--- config.mk ---
export PLATFORM = sky130hd
export DESIGN_NAME = brent_kung_sub_pipe
export DESIGN_NICKNAME = d
export VERILOG_FILES = /design/src/rtl/bk_pkg.sv /design/src/rtl/bk_cells.sv /design/src/rtl/bk_pipe_slice.sv /design/src/rtl/brent_kung_sub_pipe.sv
export SDC_FILE = /design/constraint.sdc
export NUM_CORES = 1
export LEC_CHECK = 0
export CAP_MARGIN = 20
export CORE_ASPECT_RATIO = 1.4
export CORE_MARGIN = 4
export CORE_UTILIZATION = 50
export DETAILED_ROUTE_END_ITERATION = 6
export GPL_ROUTABILITY_DRIVEN = 0
export PLACE_DENSITY = 0.78
export SLEW_MARGIN = 20
export SYNTH_ARGS = -nofsm -noshare
export SYNTH_HDL_FRONTEND = slang
export SYNTH_SLANG_ARGS = --single-unit
--- constraint.sdc ---
create_clock -name CLK -period 2.7 [get_ports CLK]
set_clock_uncertainty 0.15 [all_clocks]
set_input_delay 0.54 -clock CLK [delete_from_list [all_inputs] [get_ports CLK]]
set_output_delay 0.54 -clock CLK [all_outputs]
set_load 0.005 [all_outputs]
--- src/rtl/bk_pkg.sv ---
// Shared definitions for the Brent-Kung prefix datapaths.
// Holds the level-count helper and the per-bit generate/propagate pair type.
package bk_pkg;

    typedef struct packed {
        logic g;
        logic p;
    } bk_gp_t;

    function automatic int clog2(input int n);
        int r;
        r = 0;
        for (int i = 0; i < 31; i++) begin
            if ((1 << i) < n) begin
                r = i + 1;
            end
        end
        return r;
    endfunction

endpackage

--- src/rtl/bk_cells.sv ---
// Leaf prefix cells shared by the Brent-Kung adder/subtractor family.
// GP forms bit generate/propagate, Black merges groups, Gray merges generate only.
module GPCell (
    input  logic a,
    input  logic b,
    output logic g,
    output logic p
);
    assign g = a & b;
    assign p = a ^ b;
endmodule

module BlackCell (
    input  logic g_hi,
    input  logic p_hi,
    input  logic g_lo,
    input  logic p_lo,
    output logic g,
    output logic p
);
    assign g = g_hi | (p_hi & g_lo);
    assign p = p_hi & p_lo;
endmodule

module GrayCell (
    input  logic g_hi,
    input  logic p_hi,
    input  logic g_lo,
    output logic g
);
    assign g = g_hi | (p_hi & g_lo);
endmodule

--- src/rtl/bk_pipe_slice.sv ---
// One valid/ready register slice: loads when empty or when downstream drains.
// Data only loads with a valid beat so idle cycles never pull in junk.
module bk_pipe_slice #(
    parameter int DW = 8
) (
    input  logic          clk,
    input  logic          rst_n,
    input  logic          in_valid,
    output logic          in_ready,
    input  logic [DW-1:0] in_data,
    output logic          out_valid,
    input  logic          out_ready,
    output logic [DW-1:0] out_data
);
    assign in_ready = !out_valid || out_ready;

    always_ff @(posedge clk or negedge rst_n) begin
        if (!rst_n) begin
            out_valid <= 1'b0;
            out_data  <= '0;
        end else if (in_ready) begin
            out_valid <= in_valid;
            if (in_valid) begin
                out_data <= in_data;
            end
        end
    end
endmodule

--- src/rtl/brent_kung_sub_pipe.sv ---
// Three-stage Brent-Kung subtractor D = A - B - BIN, computed as A + ~B + ~BIN.
// Stage 1 forms bit P/G, stage 2 holds the up-sweep, stage 3 the down-sweep result.
module brent_kung_sub_pipe
    import bk_pkg::*;
#(
    parameter int WIDTH = 16
) (
    input  logic             CLK,
    input  logic             RST_N,
    input  logic             IN_VALID,
    output logic             IN_READY,
    input  logic [WIDTH-1:0] A,
    input  logic [WIDTH-1:0] B,
    input  logic             BIN,
    output logic             OUT_VALID,
    input  logic             OUT_READY,
    output logic [WIDTH-1:0] D,
    output logic             BORROW,
    output logic             OVF,
    output logic             ZERO
);
    localparam int LVL = clog2(WIDTH);
    localparam int S1W = 2 * WIDTH + 3;
    localparam int S2W = 3 * WIDTH + 3;
    localparam int S3W = WIDTH + 3;

    logic v1, v2, adv1, adv2, adv3;

    // ---------------- stage 1: bit generate / propagate
    logic [WIDTH-1:0] b_n, bit_p, bit_g;
    logic [S1W-1:0]   s1_d, s1_q;

    assign b_n = ~B;

    for (genvar i = 0; i < WIDTH; i++) begin : g_gp
        GPCell u_gp (
            .a(A[i]),
            .b(b_n[i]),
            .g(bit_g[i]),
            .p(bit_p[i])
        );
    end

    assign s1_d = {bit_p, bit_g, ~BIN, A[WIDTH-1], B[WIDTH-1]};

    bk_pipe_slice #(.DW(S1W)) u_s1 (
        .clk      (CLK),
        .rst_n    (RST_N),
        .in_valid (IN_VALID),
        .in_ready (adv1),
        .in_data  (s1_d),
        .out_valid(v1),
        .out_ready(adv2),
        .out_data (s1_q)
    );

    assign IN_READY = adv1;

    logic [WIDTH-1:0] s1_p, s1_g;
    logic             s1_c0, s1_am, s1_bm;

    assign {s1_p, s1_g, s1_c0, s1_am, s1_bm} = s1_q;

    // ---------------- stage 2: up-sweep, carry-in folded into bit 0
    bk_gp_t up [LVL+1][WIDTH];

    for (genvar i = 0; i < WIDTH; i++) begin : g_lvl0
        if (i == 0) begin : g_cin
            logic g_f;
            GrayCell u_cin (
                .g_hi(s1_g[0]),
                .p_hi(s1_p[0]),
                .g_lo(s1_c0),
                .g   (g_f)
            );
            assign up[0][0] = '{g: g_f, p: s1_p[0]};
        end else begin : g_bit
            assign up[0][i] = '{g: s1_g[i], p: s1_p[i]};
        end
    end

    for (genvar l = 1; l <= LVL; l++) begin : g_up
        for (genvar i = 0; i < WIDTH; i++) begin : g_col
            if ((i + 1) % (1 << l) == 0) begin : g_blk
                logic gb, pb;
                BlackCell u_blk (
                    .g_hi(up[l-1][i].g),
                    .p_hi(up[l-1][i].p),
                    .g_lo(up[l-1][i-(1<<(l-1))].g),
                    .p_lo(up[l-1][i-(1<<(l-1))].p),
                    .g   (gb),
                    .p   (pb)
                );
                assign up[l][i] = '{g: gb, p: pb};
            end else begin : g_pass
                assign up[l][i] = up[l-1][i];
            end
        end
    end

    logic [WIDTH-1:0] up_g, up_p;
    logic [S2W-1:0]   s2_d, s2_q;

    for (genvar i = 0; i < WIDTH; i++) begin : g_upo
        assign up_g[i] = up[LVL][i].g;
        assign up_p[i] = up[LVL][i].p;
    end

    assign s2_d = {up_g, up_p, s1_p, s1_c0, s1_am, s1_bm};

    bk_pipe_slice #(.DW(S2W)) u_s2 (
        .clk      (CLK),
        .rst_n    (RST_N),
        .in_valid (v1),
        .in_ready (adv2),
        .in_data  (s2_d),
        .out_valid(v2),
        .out_ready(adv3),
        .out_data (s2_q)
    );

    logic [WIDTH-1:0] s2_g, s2_p, s2_bp;
    logic             s2_c0, s2_am, s2_bm;

    assign {s2_g, s2_p, s2_bp, s2_c0, s2_am, s2_bm} = s2_q;

    // full-prefix columns (2^k-1) need no group propagate downstream
    logic [LVL:0] unused_p_bits;

    for (genvar k = 0; k <= LVL; k++) begin : g_unp
        assign unused_p_bits[k] = s2_p[(1<<k)-1];
    end

    // ---------------- stage 3: down-sweep gray cells
    logic dn [1:LVL][WIDTH];

    for (genvar i = 0; i < WIDTH; i++) begin : g_dtop
        assign dn[LVL][i] = s2_g[i];
    end

    for (genvar l = LVL - 1; l >= 1; l--) begin : g_dn
        for (genvar i = 0; i < WIDTH; i++) begin : g_col
            if (((i + 1) % (1 << l) == (1 << (l - 1))) && (i >= (1 << l))) begin : g_gry
                logic gg;
                GrayCell u_gry (
                    .g_hi(dn[l+1][i]),
                    .p_hi(s2_p[i]),
                    .g_lo(dn[l+1][i-(1<<(l-1))]),
                    .g   (gg)
                );
                assign dn[l][i] = gg;
            end else begin : g_pass
                assign dn[l][i] = dn[l+1][i];
            end
        end
    end

    logic [WIDTH:0]   c;
    logic [WIDTH-1:0] diff;
    logic             brw, ovf, zro;
    logic [S3W-1:0]   s3_d, s3_q;

    assign c[0] = s2_c0;

    for (genvar i = 0; i < WIDTH; i++) begin : g_cy
        assign c[i+1] = dn[1][i];
    end

    assign diff = s2_bp ^ c[WIDTH-1:0];
    assign brw  = ~c[WIDTH];
    assign ovf  = (s2_am ^ s2_bm) & (diff[WIDTH-1] ^ s2_am);
    assign zro  = ~|diff;
    assign s3_d = {diff, brw, ovf, zro};

    bk_pipe_slice #(.DW(S3W)) u_s3 (
        .clk      (CLK),
        .rst_n    (RST_N),
        .in_valid (v2),
        .in_ready (adv3),
        .in_data  (s3_d),
        .out_valid(OUT_VALID),
        .out_ready(OUT_READY),
        .out_data (s3_q)
    );

    assign {D, BORROW, OVF, ZERO} = s3_q;
endmodule

Fig. 1: run 1, flops by top-level scope
The bar under the picture is 20 um long. Other cells in gray.
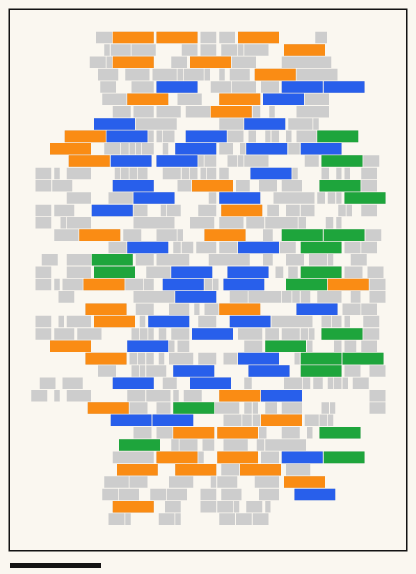
- orange: `u_s1` (placed flops 36)
- green: `u_s3` (placed flops 20)
- blue: `u_s2` (placed flops 40)

Fig. 2: run 1, cells by drive strength
The bar under the picture is 20 um long.
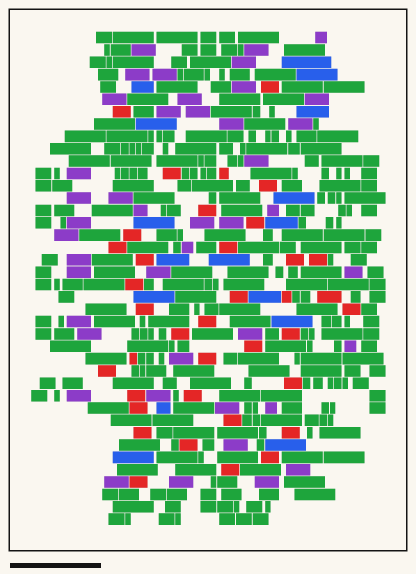
- green: drive 1 or less (cells 302; share 76%; most used dfrtp_1)
- purple: drive 3 to 4 (cells 43; share 11%; most used mux2_4)
- blue: drive 6 and up (cells 16; share 4.0%; most used clkbuf_16)
- red: drive 2 (cells 37; share 9.3%; most used mux2_2)

Fig. 3: run 1, logic cells by family
The bar under the picture is 20 um long.
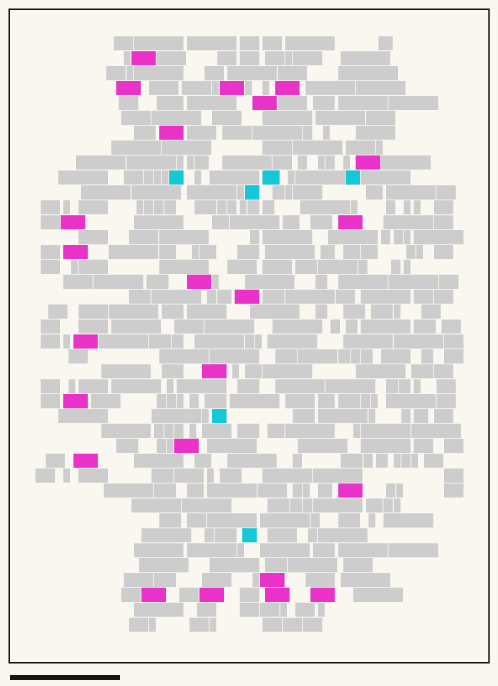
- magenta: adder and majority cells (cells 23; most used ha_1)
- cyan: AND-OR and OR-AND gates (cells 6; most used a21o_1)

==> flow_summary.json, run 1 <==
{
  "top_cell_area_share_pct": 54.6,
  "p_per_area_mw_per_mm2": 864,
  "cp_max_fo": 3,
  "synthToLayoutAreaGrowth_pct": 22.5,
  "area_leaders": "dfrtp_1 (55%), mux2_4 (12%), mux2_2 (8.2%)",
  "lay_top_cells": "dfrtp_1 (96), clkdlybuf4s50_1 (56), mux2_4 (36)",
  "r2r_end": "u_s3.out_data[0]",
  "max-cap-violations": 0,
  "htree_levels": 3,
  "fin_nets": 453,
  "path_buffers": 2,
  "hold_viol": 10,
  "layout.cells.most_common": "dfrtp_1",
  "worstReg2RegStart": "u_s2.out_data[42]",
  "rsz0062_at_grt": "false",
  "drt_iter0_drc": 142,
  "hpwl_mm": 5.68,
  "grt_max_degree": 62,
  "synth_area_mm2": 0.00440,
  "cp_slowest_cell": "clkdlybuf4s50_1",
  "max_freq_mhz": 415,
  "chipArea_mm2": 0.0104,
  "p_leak_nw": 2.55,
  "regMostFlops": "u_s2.out_data",
  "r2r_slack_ns": 0.55,
  "ys.flops": 96,
  "grt_overflow": 0,
  "synth.most_common_cell": "dfrtp_1",
  "status": "finished with violations",
  "placed_area_mm2": 0.00508,
  "antenna_found_initial": 0,
  "cp.required_ns": 2.01,
  "dp_cells": 487,
  "drt_wl_total_mm": 7.74,
  "cts_hold_buf": 0,
  "yosysUniqueCellTypes": 36,
  "stdcell_area_mm2": 0.00539,
  "end_kind": "output pin",
  "cts_tree": "yes",
  "start_kind": "input pin",
  "synthArstFlopShare_pct": 100,
  "synth_area_per_cell_um2": 13.3,
  "fp.dieH_um": 119,
  "ios": 58,
  "critPathLaunch": "OUT_READY",
  "insertion_delay_ns": 0.34,
  "clk_pin_slew_ns": 0.07,
  "synth_seq_share_pct": 54.6,
  "maxSlewHeadroom_pct": 69.3,
  "post-route-period-util_pct": 89.3,
  "tightest_slew_ns": 0.460,
  "grt_pass1_vias": 2734,
  "met2_usage_pct": 27.1,
  "post_cts_buffers": 0,
  "cts_max_path_buffers": 2,
  "routed-via-count": 2618,
  "setup_viol": 0,
  "fin_hold_ws_ns": -0.00682,
  "total_power_mw": 4.65,
  "reg_top3": "u_s2.out_data (39), u_s1.out_data (35), u_s3.out_data (19)",
  "ir_worst_vdd_mv": 0.504,
  "edf_count": 0,
  "grt_use_met1_pct": 20.0,
  "hold_path_class": "in -> async",
  "grt_first_pass_wirelength_mm": 13.0,
  "cts_buffers": 9,
  "post-route-util_pct": 62.9,
  "dr.pass1.iters": 4,
  "slew_viol_final": 0,
  "core_area_mm2": 0.00856,
  "largest_register_ffs": 39,
  "final_cells": 503,
  "violations": "negative hold slack",
  "yosysChipArea_mm2": 0.00440,
  "crit_top_cell": "clkdlybuf4s50_1",
  "fp_util_pct": 51.4,
  "dp_slack_ns": 0.281,
  "cts.sinks": 96,
  "top_usage_layer": "met2",
  "avgRoutedWirePerCell_um": 15.4
}
==> run 1: final cells by class <==
type	count	area, um2	share of cell area [%]
Timing Repair Buffer	63	663	12.3
Clock inverter	6	67.6	1.25
Sequential cell	96	2400	44.6
Inverter	16	60.1	1.11
Clock buffer	10	239	4.44
Tap cell	105	131	2.44
Multi-Input combinational cell	207	1820	33.8
==> run 1: logic make-up after synthesis <==
kind of cell	after synthesis	synth area share, %
adders and majority gates	23	6.55
muxes	69	20.7
and+or+nand+nor	64	7.11
AOI/OAI and AO/OA	42	5.29
xor gates and xnor gates	9	1.79
buffers and inverters	27	3.90
DFF	96	54.6
==> run 1: power breakdown <==
group          switching (mW)  leakage, nW  total [mW]  internal (mW)
sequential              0.268         1.17        2.09           1.83
clock                   0.539        0.145        1.28          0.746
combinational           0.499         1.23        1.28          0.777
Fig. 4: run 1, track usage over the die
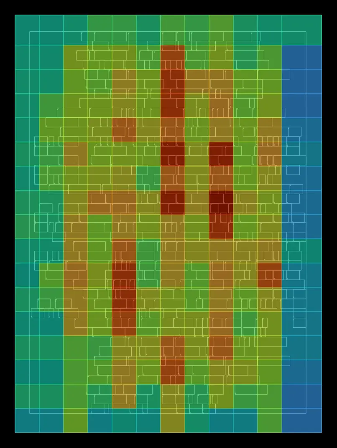

--- run 2 (diff from run 1) ---
- GPL_TIMING_DRIVEN: default -> 0
Fig. 5: run 2, track usage over the die
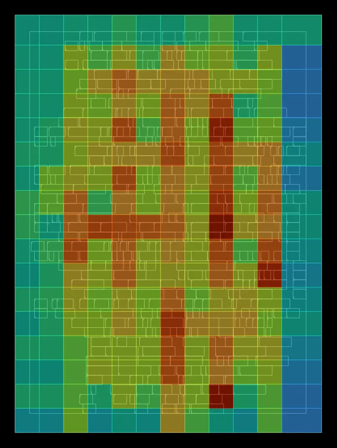
busiest layer in global routing: met2
GRT Total Usage: 18.0%
drt wl/cell: 16.9 um
Layout Utilization: 63.6%

==> flow_summary.json, run 2 <==
{
  "status": "finished clean",
  "fin_hold_ws_ns": 0.324,
  "p_leak_nw": 2.58,
  "cts.sinks": 96,
  "placed_area_mm2": 0.00513,
  "fin_nets": 460,
  "grt_first_pass_wirelength_mm": 14.1,
  "cts_max_path_buffers": 2,
  "p_comb_mw": 1.30,
  "cp.required_ns": 2.01,
  "fp_util_pct": 51.4,
  "tightest_slew_ns": 0.460,
  "switching_share_pct": 27.9,
  "sh_comb_area_pct": 33.5,
  "nClkBuffers": 13,
  "reg_top3": "u_s2.out_data (39), u_s1.out_data (35), u_s3.out_data (19)",
  "inverters": 16,
  "cp_max_fo": 3,
  "area_leaders": "dfrtp_1 (55%), mux2_4 (12%), mux2_2 (8.2%)",
  "max-cap-violations": 0,
  "fp.dieH_um": 119,
  "synth.most_common_cell": "dfrtp_1",
  "r2r_slack_ns": 0.59,
  "top_cell_area_share_pct": 54.6,
  "dp_cells": 493,
  "insertion_delay_ns": 0.34,
  "drt_wl_total_mm": 8.58,
  "largest_register_ffs": 39,
  "clockPowerShare_pct": 27.7,
  "htree_levels": 3,
  "p_comb_share_pct": 27.7,
  "nWellTaps": 105,
  "synth_area_mm2": 0.00440,
  "seq_area_mm2": 0.00240,
  "routed-via-count": 2723,
  "cp_slowest_cell": "clkdlybuf4s50_1",
  "final-nonclk-buf-share_pct": 13.2,
  "yosysUniqueCellTypes": 36,
  "non_clock_buffer_count": 70,
  "layout.cells.most_common": "dfrtp_1",
  "p_per_area_mw_per_mm2": 866,
  "edf_count": 0,
  "synth_seq_share_pct": 54.6,
  "p_seq_mw": 2.10,
  "dr.pass1.iters": 4,
  "dp_slack_ns": 0.269,
  "synthesis.nets": 390,
  "max_freq_mhz": 412,
  "final_cells": 509,
  "comb_area_mm2": 0.00182,
  "ios": 58,
  "yosysChipArea_mm2": 0.00440,
  "grt_pass1_vias": 2798,
  "synthToLayoutAreaGrowth_pct": 23.8,
  "synthArstFlopShare_pct": 100,
  "maxSlewHeadroom_pct": 69.0,
  "comb.multi_input.count": 207,
  "final-clk-cell-share_pct": 5.65,
  "cts_tree": "yes",
  "stdcell_area_mm2": 0.00545,
  "core_area_mm2": 0.00856,
  "lay_top_cells": "dfrtp_1 (96), clkdlybuf4s50_1 (56), mux2_4 (36)",
  "drt_iter0_drc": 92,
  "p_sw_mw": 1.32,
  "ir_worst_vdd_mv": 0.478,
  "clk_pin_slew_ns": 0.06,
  "sh_seq_area_pct": 44.1,
  "slew_viol_final": 0,
  "antenna_found_initial": 0,
  "ff_count": 96,
  "hold_path_class": "reg -> reg",
  "ys.flops": 96,
  "r2r_end": "u_s3.out_data[0]",
  "regMostFlops": "u_s2.out_data",
  "hpwl_mm": 6.17,
  "post-route-period-util_pct": 90.0,
  "hold_viol": 0,
  "grt_overflow": 0,
  "worstReg2RegStart": "u_s2.out_data[42]",
  "pg_clk_mw": 1.31,
  "rsz0062_at_grt": "false"
}
Fig. 6: run 2, flops by top-level scope
The bar under the picture is 20 um long. Other cells in gray.
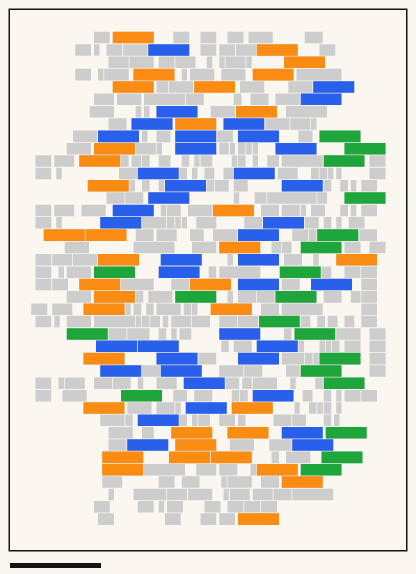
- green: `u_s3` (placed flops 20)
- orange: `u_s1` (placed flops 36)
- blue: `u_s2` (placed flops 40)

## run 2: cell counts after synthesis
No cell type changed its count.
## run 2: logic make-up after synthesis
| family | Yosys count | synth area share [%] |
|---|---|---|
| DFF | 96 | 54.6 |
| xor gates and xnor gates | 9 | 1.79 |
| adders and majority gates | 23 | 6.55 |
| buffers and inverters | 27 | 3.90 |
| muxes | 69 | 20.7 |
| and+or+nand+nor | 64 | 7.11 |
| AOI/OAI and AO/OA | 42 | 5.29 |
## run 2: routing by layer
layer / share of wire [%] / wire length, um / track usage, %
met1: 42 / 3610 / 22.5
met2: 51 / 4380 / 29.6
met3: 4.2 / 360 / 3.81
met4: 2.7 / 229 / 7.77
met5: 0 / 0 / 0
--- run 3 (diff from run 2) ---
- TNS_END_PERCENT: default -> 100
Fig. 7: run 3, cells colored by class
The bar under the picture is 20 um long.
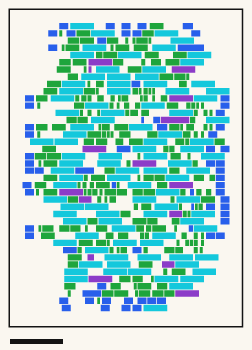
- purple: clock drivers and dummy loads (cells 15; share of their area 5.8%)
- cyan: flip-flops (cells 96; share of their area 45%)
- green: all other logic (cells 223; share of their area 35%)
- blue: other buffers and delay cells (cells 70; share of their area 14%)

Fig. 8: run 3, flops by top-level scope
The bar under the picture is 20 um long. Other cells in gray.
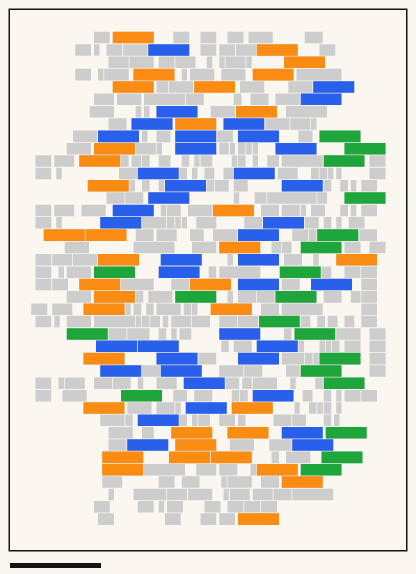
- orange: `u_s1` (placed flops 36)
- blue: `u_s2` (placed flops 40)
- green: `u_s3` (placed flops 20)

==> flow_summary.json, run 3 <==
{
  "status": "finished clean",
  "grt_use_met1_pct": 22.5,
  "final-clk-cell-share_pct": 5.65,
  "sh_comb_area_pct": 33.5,
  "sh_seq_area_pct": 44.1,
  "ios": 58,
  "top_usage_layer": "met2",
  "mux_share_pct": 20.7,
  "r2r_end": "u_s3.out_data[0]",
  "xor_share_pct": 1.79,
  "ir_worst_vdd_mv": 0.478,
  "seq_area_mm2": 0.00240,
  "dp_slack_ns": 0.269,
  "use_met3_pct": 3.81,
  "slew_viol_final": 0,
  "synth.most_common_cell": "dfrtp_1",
  "cts.sinks": 96,
  "logic_family": "multiplexers",
  "grt_pass1_vias": 2798,
  "maxSlewHeadroom_pct": 69.0,
  "htree_levels": 3,
  "rsz0062_at_grt": "false",
  "wl_met2_mm": 4.38,
  "p_per_area_mw_per_mm2": 866,
  "stdcell_area_mm2": 0.00545,
  "antenna_found_initial": 0,
  "p_leak_nw": 2.58,
  "cp_max_fo": 3,
  "top_cell_area_share_pct": 54.6,
  "simple_gate_share_pct": 7.11,
  "insertion_delay_ns": 0.34,
  "cts_hold_buf": 1,
  "reg_top3": "u_s2.out_data (39), u_s1.out_data (35), u_s3.out_data (19)",
  "p_seq_mw": 2.10,
  "non_clock_buffer_count": 70,
  "synth_area_per_cell_um2": 13.3,
  "inverters": 16,
  "ff_count": 96,
  "synth_seq_share_pct": 54.6,
  "post-route-period-util_pct": 90.0,
  "clk_pin_slew_ns": 0.06,
  "post-route-util_pct": 63.6,
  "cts_tree": "yes",
  "final_cells": 509,
  "hold_path_class": "reg -> reg",
  "comb_area_mm2": 0.00182,
  "grt_use_total_pct": 18.0,
  "edf_count": 0,
  "post_cts_buffers": 0,
  "p_int_mw": 3.40,
  "grt_first_pass_wirelength_mm": 14.1,
  "max-cap-violations": 0,
  "regMostFlops": "u_s2.out_data",
  "cts_max_path_buffers": 2,
  "drt_wl_total_mm": 8.58,
  "hpwl_mm": 6.17,
  "lay_top_cells": "dfrtp_1 (96), clkdlybuf4s50_1 (56), mux2_4 (36)",
  "chipArea_mm2": 0.0104,
  "grt_max_degree": 83,
  "ys_sh_aoi_pct": 5.29,
  "synthToLayoutAreaGrowth_pct": 23.8,
  "routedLengthMet1_mm": 3.61,
  "synth_area_mm2": 0.00440,
  "yosysUniqueCellTypes": 36,
  "clockPowerShare_pct": 27.7,
  "final-nonclk-buf-share_pct": 13.2,
  "cp.required_ns": 2.01,
  "critPathLaunch": "OUT_READY",
  "avgRoutedWirePerCell_um": 16.9,
  "max_freq_mhz": 412,
  "p_sw_mw": 1.32
}
run 3: cell counts after synthesis:
No cell type changed its count.
run 3: cells by family after synthesis:
family	Yosys count
mux	69
flops	96
compound gates	42
buf+inv	27
xor+xnor	9
fa+ha+maj	23
simple gates	64
run 3: worst min path at each step:
stage                                  from           endpoint  slack [ns]
after floorplan                       RST_N   u_s1.out_data[0]        0.09
after global placement    u_s2.out_data[50]   u_s3.out_data[2]        0.30
after detailed placement              RST_N  u_s1.out_data[15]        0.23
after CTS                 u_s2.out_data[50]   u_s3.out_data[2]        0.33
after global routing      u_s2.out_data[50]   u_s3.out_data[2]        0.35
final                     u_s2.out_data[50]   u_s3.out_data[2]        0.32
run 3: worst max-delay path, delay by kind of cell:
family        cells  cell delay (ns)
simple gates      1             0.28
buf+inv           2             0.92
Power is estimated from default activity; no workload was simulated.
